Run 1, a small window of the routed layout:
Region (32, 73) to (57, 98) µm. Cells in grey, sequential cells in the stronger grey; small squares are vias.
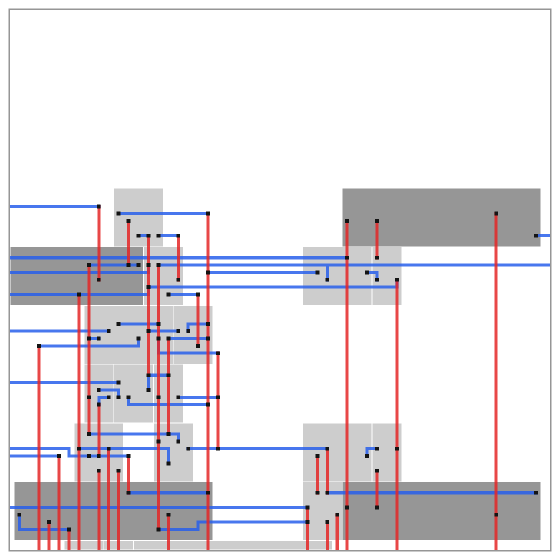
Run 1, metal 1:
Drawn at 3 px/µm.
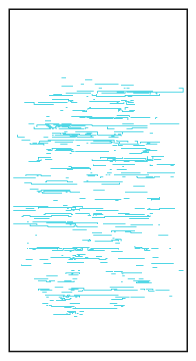
Run 1, sequential cells grouped by signal name:
Drawn at 6 px/µm. Other sequential cells in the stronger grey, the rest of the logic in the fainter grey.
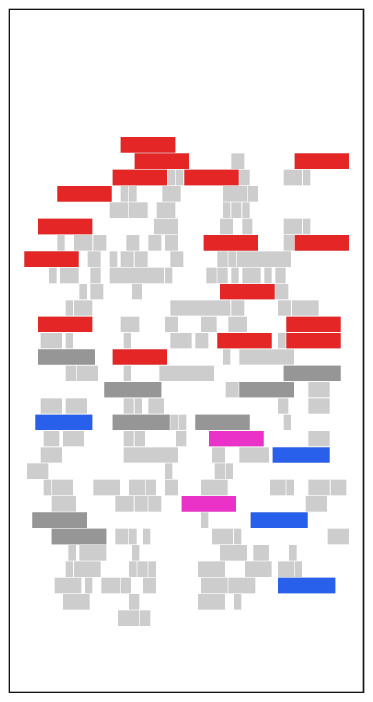
==> config.mk <==
export PLATFORM = sky130hd
export DESIGN_NAME = word_display_scanner
export DESIGN_NICKNAME = d
export VERILOG_FILES = /design/src/rtl/word_display_scanner.sv
export SDC_FILE = /design/constraint.sdc
export NUM_CORES = 1
export LEC_CHECK = 0
export CORE_ASPECT_RATIO = 2
export CORE_MARGIN = 2
export CORE_UTILIZATION = 27
export CTS_CLUSTER_DIAMETER = 150
export DETAILED_ROUTE_END_ITERATION = 8
export PLACE_DENSITY = 0.44
export SLEW_MARGIN = 20
export SYNTH_ARGS = -nofsm -noshare
export SYNTH_HDL_FRONTEND = slang
export SYNTH_SLANG_ARGS = --single-unit
==> constraint.sdc <==
create_clock -name clk -period 3.52 [get_ports clk]
set_clock_uncertainty 0.15 [all_clocks]
set_input_delay 0.528 -clock clk [delete_from_list [all_inputs] [get_ports clk]]
set_output_delay 0.528 -clock clk [all_outputs]
set_load 0.03 [all_outputs]
==> src/rtl/word_display_scanner.sv <==
// rtl/word_display_scanner.sv - four-digit multiplexed word display scanner (optional blink: DISPLAY_BLINK_EN)
module word_display_scanner #(
    parameter int DIV_CNT      = 50000,
    parameter int BLINK_FRAMES = 64
) (
    input  logic       clk,
    input  logic       rst_n,
    input  logic       en,
    input  logic [1:0] word_sel,
    input  logic       blink,
    output logic [3:0] value,
    output logic [3:0] digit_n,
    output logic       frame_done
);

    typedef enum logic {IDLE, SCAN} state_t;

    localparam int             CW   = $clog2(DIV_CNT);
    localparam logic [CW-1:0]  LAST = CW'(DIV_CNT - 1);
    localparam logic [3:0]     BLANK = 4'hF;

    state_t        state;
    logic [CW-1:0] cnt;
    logic [1:0]    idx;
    logic [1:0]    word;
    logic [1:0]    idx_nxt;
    logic          blank_cur;
    logic          blank_nxt;

    function automatic logic [3:0] letter(input logic [1:0] w, input logic [1:0] i);
        logic [15:0] codes;
        case (w)
            2'b00:   codes = 16'h0122;
            2'b01:   codes = 16'h3412;
            2'b10:   codes = 16'h2115;
            default: codes = 16'h0677;
        endcase
        case (i)
            2'd0:    letter = codes[15:12];
            2'd1:    letter = codes[11:8];
            2'd2:    letter = codes[7:4];
            default: letter = codes[3:0];
        endcase
    endfunction

    function automatic logic [3:0] digit_sel(input logic [1:0] i);
        digit_sel = ~(4'b1000 >> i);
    endfunction

    assign idx_nxt = idx + 2'd1;

`ifdef DISPLAY_BLINK_EN
    localparam int            FW   = $clog2(BLINK_FRAMES);
    localparam logic [FW-1:0] HALF = FW'(BLINK_FRAMES / 2);

    logic [FW-1:0] frame_cnt;
    logic [FW-1:0] frame_nxt;

    // blank_nxt looks at the count the next frame will carry, for its digit 0
    always_comb begin
        frame_nxt = (frame_cnt == FW'(BLINK_FRAMES - 1)) ? '0 : frame_cnt + 1'b1;
        blank_cur = blink && (frame_cnt >= HALF);
        blank_nxt = blink && (frame_nxt >= HALF);
    end
`else
    localparam int unused_blink_frames = BLINK_FRAMES;
    logic unused_blink;
    assign unused_blink = blink;
    assign blank_cur    = 1'b0;
    assign blank_nxt    = 1'b0;
`endif

    always_ff @(posedge clk or negedge rst_n) begin
        if (!rst_n) begin
            state      <= IDLE;
            cnt        <= '0;
            idx        <= 2'd0;
            word       <= 2'b00;
            value      <= BLANK;
            digit_n    <= 4'b1111;
            frame_done <= 1'b0;
`ifdef DISPLAY_BLINK_EN
            frame_cnt  <= '0;
`endif
        end else begin
            frame_done <= 1'b0;
            case (state)
                IDLE: begin
                    cnt     <= '0;
                    idx     <= 2'd0;
                    value   <= BLANK;
                    digit_n <= 4'b1111;
                    if (en) begin
                        state   <= SCAN;
                        word    <= word_sel;
                        digit_n <= digit_sel(2'd0);
                        value   <= blank_cur ? BLANK : letter(word_sel, 2'd0);
                    end
                end
                SCAN: begin
                    if (cnt != LAST) begin
                        cnt <= cnt + 1'b1;
                    end else begin
                        cnt <= '0;
                        if (idx != 2'd3) begin
                            idx     <= idx_nxt;
                            digit_n <= digit_sel(idx_nxt);
                            value   <= blank_cur ? BLANK : letter(word, idx_nxt);
                        end else begin
                            frame_done <= 1'b1;
                            idx        <= 2'd0;
                            if (en) begin
                                word    <= word_sel;
                                digit_n <= digit_sel(2'd0);
                                value   <= blank_nxt ? BLANK : letter(word_sel, 2'd0);
`ifdef DISPLAY_BLINK_EN
                                frame_cnt <= frame_nxt;
`endif
                            end else begin
                                state   <= IDLE;
                                digit_n <= 4'b1111;
                                value   <= BLANK;
`ifdef DISPLAY_BLINK_EN
                                frame_cnt <= '0;
`endif
                            end
                        end
                    end
                end
                default: state <= IDLE;
            endcase
        end
    end

endmodule

==> results.toml, run 1 <==
# physical design summary
[detailed_routing]
drt_iter0_drc = 24
ant_nets = 0
drcViolationCount = 2
first_pass_iters = 6
routed_wl_um = 3350
vias = 1221

[clock_tree]
clock_latency_ns = 0.27
cts_tree = "yes"
cts_hold_buf = 0

[setup_path]
cp.arrival_ns = 2.47
cp_max_fo = 11
cp-end-kind = "flop"
slowest_stage = "or4_1"
worst_setup_path_start_kind = "flop"

[floorplan]
initCoreUtil = 0.275
io_pins = 15
core_area_um2 = 5910
die_w_um = 58.8

[finish]
num_antenna_cells = 0
layout_top_cell = "dfrtp_1"
comb_area_um2 = 813
finalCoreUtilization = 0.335
layout_top_cells = "dfrtp_1, nor2_1, nand2_1"

[sta]
finalMaxSlewViolations = 0
tightest_slew_ns = 0.646
setup_viol = 0

[logic_synthesis]
async_flop_share = 1.00
ys.flop_type = "dfrtp_1"
synthTopCellsByArea = "dfrtp_1, dfstp_2, ha_1, xnor2_1, nor2_1"
ys.flops = 30
synth_area_um2 = 1620

[outcome]
violations = "design-rule violations"
status = "complete, but fails checks"

[global_routing]
grt_remaining_overflow = 0

[pwr]
intPower_mw = 0.631
pwr_density_cell_nw_per_um2 = 394
power_frac_clock = 0.537
p_sw_frac = 0.189
leakage_nw = 0.879

[placement]
dpl.hpwl_um = 2420
dp_cells = 236
Back to the opening pictures, 'a small window of the routed layout':
red -> met2
blue -> met1
cells with their middle in the window = 18
most frequent = dfrtp_1 (4)
sequential cells in the window = 4
netlist names of flops here include = cnt (4)

Back to the opening pictures, 'metal 1':
longest straight run = 18.9 µm
main direction = horizontal

Back to the opening pictures, 'sequential cells grouped by signal name':
blue -> digit_n  # sequential cells 4
red -> cnt  # sequential cells 16
magenta -> idx  # sequential cells 2

## run 1: kinds of logic after synthesis
family                     after synthesis  synth area share
AOI/OAI and AO/OA                       24            0.0965
DFF                                     30             0.469
and+or+nand+nor                         68             0.214
xor gates and xnor gates                12            0.0648
adders and majority gates               13             0.100
buffers and inverters                   13            0.0363
muxes                                    3            0.0193
## run 1: power groups by stage
stage / Combinational (mW) / Clock, mW / Sequential (mW)
2_1_floorplan: 0.00131 / 0 / 0.351
3_3_place_gp: 0.0147 / 0 / 0.351
3_5_place_dp: 0.0147 / 0 / 0.351
4_1_cts: 0.0148 / 0.433 / 0.346
5_1_grt: 0.0165 / 0.444 / 0.346
6_report: 0.0141 / 0.418 / 0.346
## run 1: routing by layer
layer  vias to the layer above  share of wire  global-route usage
li1                        602              -                   -
met1                       589           0.48               0.155
met2                        22           0.47               0.176
met3                         8          0.029              0.0227
met4                         0          0.023              0.0591
met5                         -              0                   0
## run 1: metrics by stage
| step | hold WS, ns | power (mW) | worst slack, ns | area [µm²] |
|---|---|---|---|---|
| floorplan | 0.0824 | 0.353 | 1.58 | 1620 |
| global placement | 0.323 | 0.366 | 1.10 | 1830 |
| CTS | 0.347 | 0.794 | 1.04 | 1980 |
| global route | 0.358 | 0.806 | 0.867 | 1980 |
| detailed placement | 0.339 | 0.366 | 1.07 | 1830 |
| finish | 0.338 | 0.778 | 1.09 | 1980 |
## run 1: worst max-delay path: cells and delay by family (launching register included)
family | cells | cell delay (ns)
and+or+nand+nor | 3 | 1.41
DFF | 1 | 0.39
adders and majority gates | 1 | 0.26
AOI/OAI and AO/OA | 1 | 0.14
## run 1: cell usage after synthesis, types with 2 or more instances
cell	n
nand4_1	6
a31oi_1	2
or3_1	4
xnor2_1	10
nor2_1	19
dfstp_2	8
o21ai_0	5
ha_1	13
o211ai_1	3
xor2_1	2
a21oi_1	8
nor2b_1	3
inv_1	8
nand3_1	4
nand4bb_1	2
buf_2	2
clkbuf_1	2
dfrtp_1	22
nor3_1	4
mux2i_1	2
nand2_1	15
nor4_1	6
## run 1: worst paths after layout
kind                                from    endpoint  slack (ns)  depth (start not counted)
worst max-delay path              cnt[0]      idx[0]        1.09                          5
max in group asynchronous          rst_n  digit_n[2]        2.39                          2
worst min register to register  value[3]    value[3]        0.34                          2
worst max register to register    cnt[0]      idx[0]        1.09                          5
worst min-delay path            value[3]    value[3]        0.34                          2
min in group asynchronous          rst_n      idx[1]        0.50                          2
## run 1: area by class of cell
cell class,instances,share of cell area
multi-input cells,120,0.412
flip-flops and latches,30,0.385
repair buffers,15,0.0735
clock buffers,7,0.0722
well taps,63,0.0399
inverters,8,0.0152
clock inverters,1,0.00253
## run 1: flip-flops by register name, summed over array words and instances, names as in the netlist
register    cells
idx             2
cnt            16
word            2
state           1
value           4
digit_n         4
frame_done      1
## Run 2: what changed since run 1
--- a/config.mk
+++ b/config.mk
@@ -10,7 +10,7 @@
 export CORE_UTILIZATION = 27
 export CTS_CLUSTER_DIAMETER = 150
 export DETAILED_ROUTE_END_ITERATION = 8
-export PLACE_DENSITY = 0.44
+export PLACE_DENSITY = 0.45
 export SLEW_MARGIN = 20
 export SYNTH_ARGS = -nofsm -noshare
 export SYNTH_HDL_FRONTEND = slang
==> constraint.sdc (replaced) <==
create_clock -name clk -period 2.1 [get_ports clk]
set_clock_uncertainty 0.15 [all_clocks]
set_input_delay 0.315 -clock clk [delete_from_list [all_inputs] [get_ports clk]]
set_output_delay 0.315 -clock clk [all_outputs]
set_load 0.03 [all_outputs]
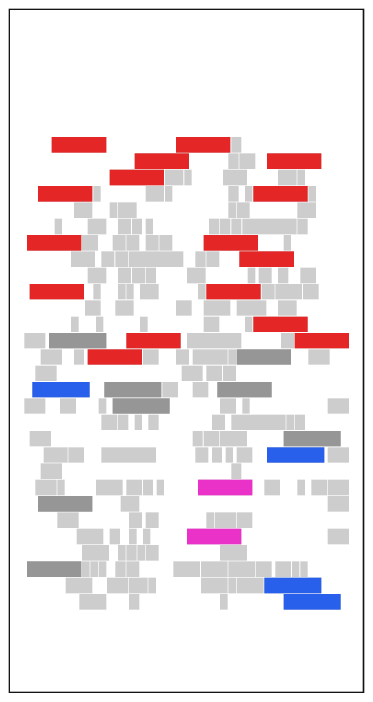
Run 2: sequential cells grouped by signal name
Drawn at 6 px/µm. Other sequential cells in the stronger grey, the rest of the logic in the fainter grey.
blue -> digit_n  # sequential cells 4
magenta -> idx  # sequential cells 2
red -> cnt  # sequential cells 16
not coloured = 8

==> run 2 against run 1 <==
The flow still finishes with violations (design-rule violations). First-iteration DRC count rose by 67%. Power is 70% higher. Die size is the same. Via count is 5.6% higher.
==> results.toml, run 2 <==
# physical design summary
[outcome]
status = "complete, but fails checks"
violations = "design-rule violations"

[detailed_routing]
met1_length_um = 1560
wl_met3_um = 138
ant_nets = 0
routed_wl_um = 3430
highest_layer = "met4"
first_pass_iters = 6
vias = 1289
drcViolationCount = 2
wl_met2_um = 1660
drt_iter0_drc = 40

[finish]
layout_top_cell = "dfrtp_1"
num_antenna_cells = 0
layout_top_cells = "dfrtp_1, nor2_1, buf_4"
top_register = "cnt"
largest_reg_flops = 16
reg.largest.list = "cnt: 16 flops, digit_n: 4 flops, value: 4 flops"

[logic_synthesis]
synth_area_um2 = 1620
ys.flops = 30
synthTopCellsByArea = "dfrtp_1, dfstp_2, ha_1, xnor2_1, nor2_1"
top_cells_by_count = "dfrtp_1, nor2_1, nand2_1"
ys.flop_type = "dfrtp_1"
async_flop_share = 1.00
floorplan.nets = 182

[floorplan]
core_area_um2 = 5910
io_pins = 15
die_w_um = 58.8

[pwr]
intPower_mw = 1.06
power_frac_clock = 0.544
pwr_density_cell_nw_per_um2 = 636
p_sw_frac = 0.200
fin_total_pwr_mw = 1.32

[sta]
hold_ws_ns = 0.289
setup_viol = 0
finalMaxSlewViolations = 0
tightest_slew_ns = 0.387

[setup_path]
cp_max_fo = 6
worst_setup_path_start_kind = "flop"
r2r-start = "cnt[6]"
r2r_cells = 4
cp-end-kind = "flop"
setup.worst_path.start = "cnt[6]"
cp.arrival_ns = 2.02

[placement]
dpl_cell_area_um2 = 1920
dpl.hpwl_um = 2540

[clock_tree]
cts_tree = "yes"
clock_latency_ns = 0.28
cts_hold_buf = 0
-- run 2: power groups by stage --
stage	clock [mW]	sequential, mW	combinational, mW
2_1_floorplan	0	0.589	0.00220
3_3_place_gp	0	0.589	0.0250
3_5_place_dp	0	0.589	0.0249
4_1_cts	0.742	0.579	0.0253
5_1_grt	0.764	0.579	0.0280
6_report	0.718	0.580	0.0236
-- run 2: path summary, 6_finish.rpt --
kind	to	slack [ns]
worst max-delay path	idx[0]	0.13
worst min-delay path	idx[1]	0.29
worst max register to register	idx[0]	0.13
worst min register to register	cnt[0]	0.33
max in group asynchronous	digit_n[3]	1.19
min in group clk	cnt[0]	0.33
-- run 2: stage by stage --
step / setup slack [ns] / cells
final: 0.134 / 258
after global placement: 0.146 / 250
after global routing: 0.00139 / 258
after floorplan: 0.164 / 163
after detailed placement: 0.101 / 250
after CTS: 0.0426 / 258
-- run 2: logic make-up after synthesis --
| kind of cell | synth area share |
|---|---|
| simple gates | 0.214 |
| fa+ha+maj | 0.100 |
| buf+inv | 0.0363 |
| compound gates | 0.0965 |
| mux | 0.0193 |
| xor+xnor | 0.0648 |
| flops | 0.469 |
-- run 2: critical path: stages, from the launching register on --
cell and delay, ns:
dfrtp_1 0.44, nand4bb_1 0.25, or4_1 0.59, or3_1 0.32
a21oi_1 0.14
-- run 2: layer usage --
| metal | vias to the layer above | global-route usage |
|---|---|---|
| li1 | 633 | - |
| met1 | 613 | 0.157 |
| met2 | 34 | 0.180 |
| met3 | 9 | 0.0340 |
| met4 | 0 | 0.0530 |
| met5 | - | 0 |
-- run 2: final cells by class --
type / count / area, µm² / area share
sequential: 30 / 761 / 0.366
clock buffer: 6 / 139 / 0.0668
tap: 63 / 78.8 / 0.0379
clock inverter: 2 / 12.5 / 0.00602
timing repair buffer: 29 / 250 / 0.120
multi-input combinational: 120 / 808 / 0.389
inverter: 8 / 30.0 / 0.0144
## Run 3: what changed since run 2
--- a/config.mk
+++ b/config.mk
@@ -10,7 +10,7 @@
 export CORE_UTILIZATION = 27
 export CTS_CLUSTER_DIAMETER = 150
 export DETAILED_ROUTE_END_ITERATION = 8
-export PLACE_DENSITY = 0.45
+export PLACE_DENSITY = 0.44
 export SLEW_MARGIN = 20
 export SYNTH_ARGS = -nofsm -noshare
 export SYNTH_HDL_FRONTEND = slang
==> constraint.sdc (replaced) <==
create_clock -name clk -period 2.2 [get_ports clk]
set_clock_uncertainty 0.15 [all_clocks]
set_input_delay 0.33 -clock clk [delete_from_list [all_inputs] [get_ports clk]]
set_output_delay 0.33 -clock clk [all_outputs]
set_load 0.03 [all_outputs]
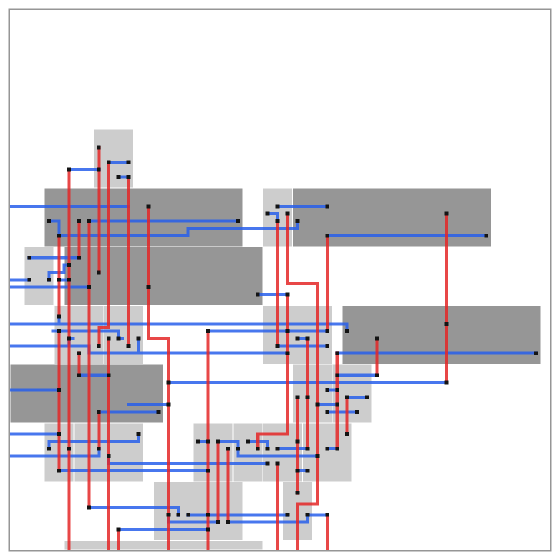
Run 3: a small window of the routed layout
Region (32, 73) to (57, 98) µm. Cells in grey, sequential cells in the stronger grey; small squares are vias.
red -> met2
blue -> met1
most frequent = dfrtp_1 (5), nor2_1 (3)
netlist names of flops here include = cnt (5)
sequential cells in the window = 5
cells with their middle in the window = 21

==> run 3 against run 2 <==
The run still ends with design-rule violations left. Critical path depth unchanged. Combinational power shrank 4%. Sequential power fell by 4.7%. Core utilization shrank 0.57 points. Critical endpoint unchanged. Setup slack improved by 0.062 ns. Sequential share of layout area up 0.60 points. Hold slack improved by 0.016 ns. Clock power up 6.8%. Count of clock-buffer cells in the layout decreased by 1.
==> results.toml, run 3 <==
# physical design summary
[outcome]
status = "complete, but fails checks"
violations = "design-rule violations"

[floorplan]
die_w_um = 58.8
core_area_um2 = 5910
initCoreUtil = 0.275
io_pins = 15

[placement]
dpl.hpwl_um = 2420
dpl_cell_area_um2 = 1880

[pwr]
leakage_nw = 0.924
ir_drop_mv = 0.408
fin_total_pwr_mw = 1.34

[setup_path]
cp.arrival_ns = 2.05
setup.worst_path.start = "cnt[13]"
r2r_cells = 4
cp-end-kind = "flop"
worst_setup_path_start_kind = "flop"
r2r-start = "cnt[13]"
reg2reg_to = "idx[0]"
cp_max_fo = 4
setup.worst_path.end = "idx[0]"
r2r_setup_slack_ns = 0.20

[clock_tree]
cts_tree = "yes"
cts_hold_buf = 0
cts_max_path_buffers = 2
clock_latency_ns = 0.28

[logic_synthesis]
enable_flop_cells = 0
ys.flops = 30
ys.flop_type = "dfrtp_1"
async_flop_share = 1.00
top_cells_by_count = "dfrtp_1, nor2_1, nand2_1"
synth_area_um2 = 1620
ys_types = 35
top_cell = "dfrtp_1"
floorplan.nets = 182
synthTopCellsByArea = "dfrtp_1, dfstp_2, ha_1, xnor2_1, nor2_1"
yosysChipArea_um2 = 1620

[finish]
layout_top_cell = "dfrtp_1"
num_antenna_cells = 0
reg.largest.list = "cnt: 16 flops, digit_n: 4 flops, value: 4 flops"
final_area_um2 = 2050
area_growth_pct = 26.2
largest_reg_flops = 16
layout_top_cells = "dfrtp_1, nor2_1, nand2_1"
top_register = "cnt"

[detailed_routing]
first_pass_iters = 6
routed_wl_um = 3360
drt_iter0_drc = 16
ant_nets = 0
vias = 1216
drcViolationCount = 2

[job]
cap_viol_max_count = 0

[sta]
setup_viol = 0
tightest_slew_ns = 0.386
finalMaxSlewViolations = 0

[global_routing]
grt_remaining_overflow = 0
grt_pass1_vias = 1239
## run 3: metal layers
layer  part of all wire  track usage  vias to the layer above
met4              0.017       0.0455                        0
met5                  0            0                        -
li1                   -            -                      621
met2               0.48        0.176                       21
met1               0.47        0.150                      570
met3              0.032       0.0306                        4
## run 3: metrics by stage
stage	setup WS (ns)	util	instances
6_report	0.196	0.346	251
2_1_floorplan	0.264	-	163
4_1_cts	0.137	0.346	251
5_1_grt	0.00667	0.346	251
3_3_place_gp	0.143	0.318	243
3_5_place_dp	0.147	0.318	243
## run 3: cell families (layout without fill, tap and decap cells)
logic type	count (synthesis)	in the layout	synth area share
xor+xnor	12	12	0.0648
fa+ha+maj	13	13	0.100
flops	30	30	0.469
simple gates	68	68	0.214
buf+inv	13	38	0.0363
mux	3	3	0.0193
compound gates	24	24	0.0965
## run 3: area by class of cell
| type | instances | area, µm² |
|---|---|---|
| Clock buffer | 5 | 125 |
| Clock inverter | 3 | 40.0 |
| Fill cell | 616 | 3860 |
| Inverter | 8 | 30.0 |
| Multi-Input combinational cell | 120 | 813 |
| Sequential cell | 30 | 761 |
| Tap cell | 63 | 78.8 |
| Timing Repair Buffer | 22 | 198 |
## run 3: worst min path at each step
stage,to,startpoint,depth (start not counted),slack [ns]
global placement,cnt[0],cnt[0],1,0.33
CTS,cnt[2],rst_n,2,0.32
detailed placement,value[3],value[3],2,0.33
global route,cnt[1],rst_n,2,0.34
floorplan,cnt[0],rst_n,0,-0.12
finish,cnt[2],rst_n,2,0.30
## run 3: power breakdown
| part | switching (mW) | internal, mW |
|---|---|---|
| Clock | 0.239 | 0.529 |
| Sequential | 0 | 0.553 |
| Combinational | 0.0138 | 0.00878 |
| Total | 0.253 | 1.09 |
## run 3: worst max-delay path, stage by stage (launching register included)
cell and delay [ns]:
dfrtp_1 0.41, nand4bb_1 0.32, or4_1 0.59, or3_1 0.32, a21oi_1 0.14
Power figures rest on the tool's default switching activity, not on a simulated workload.
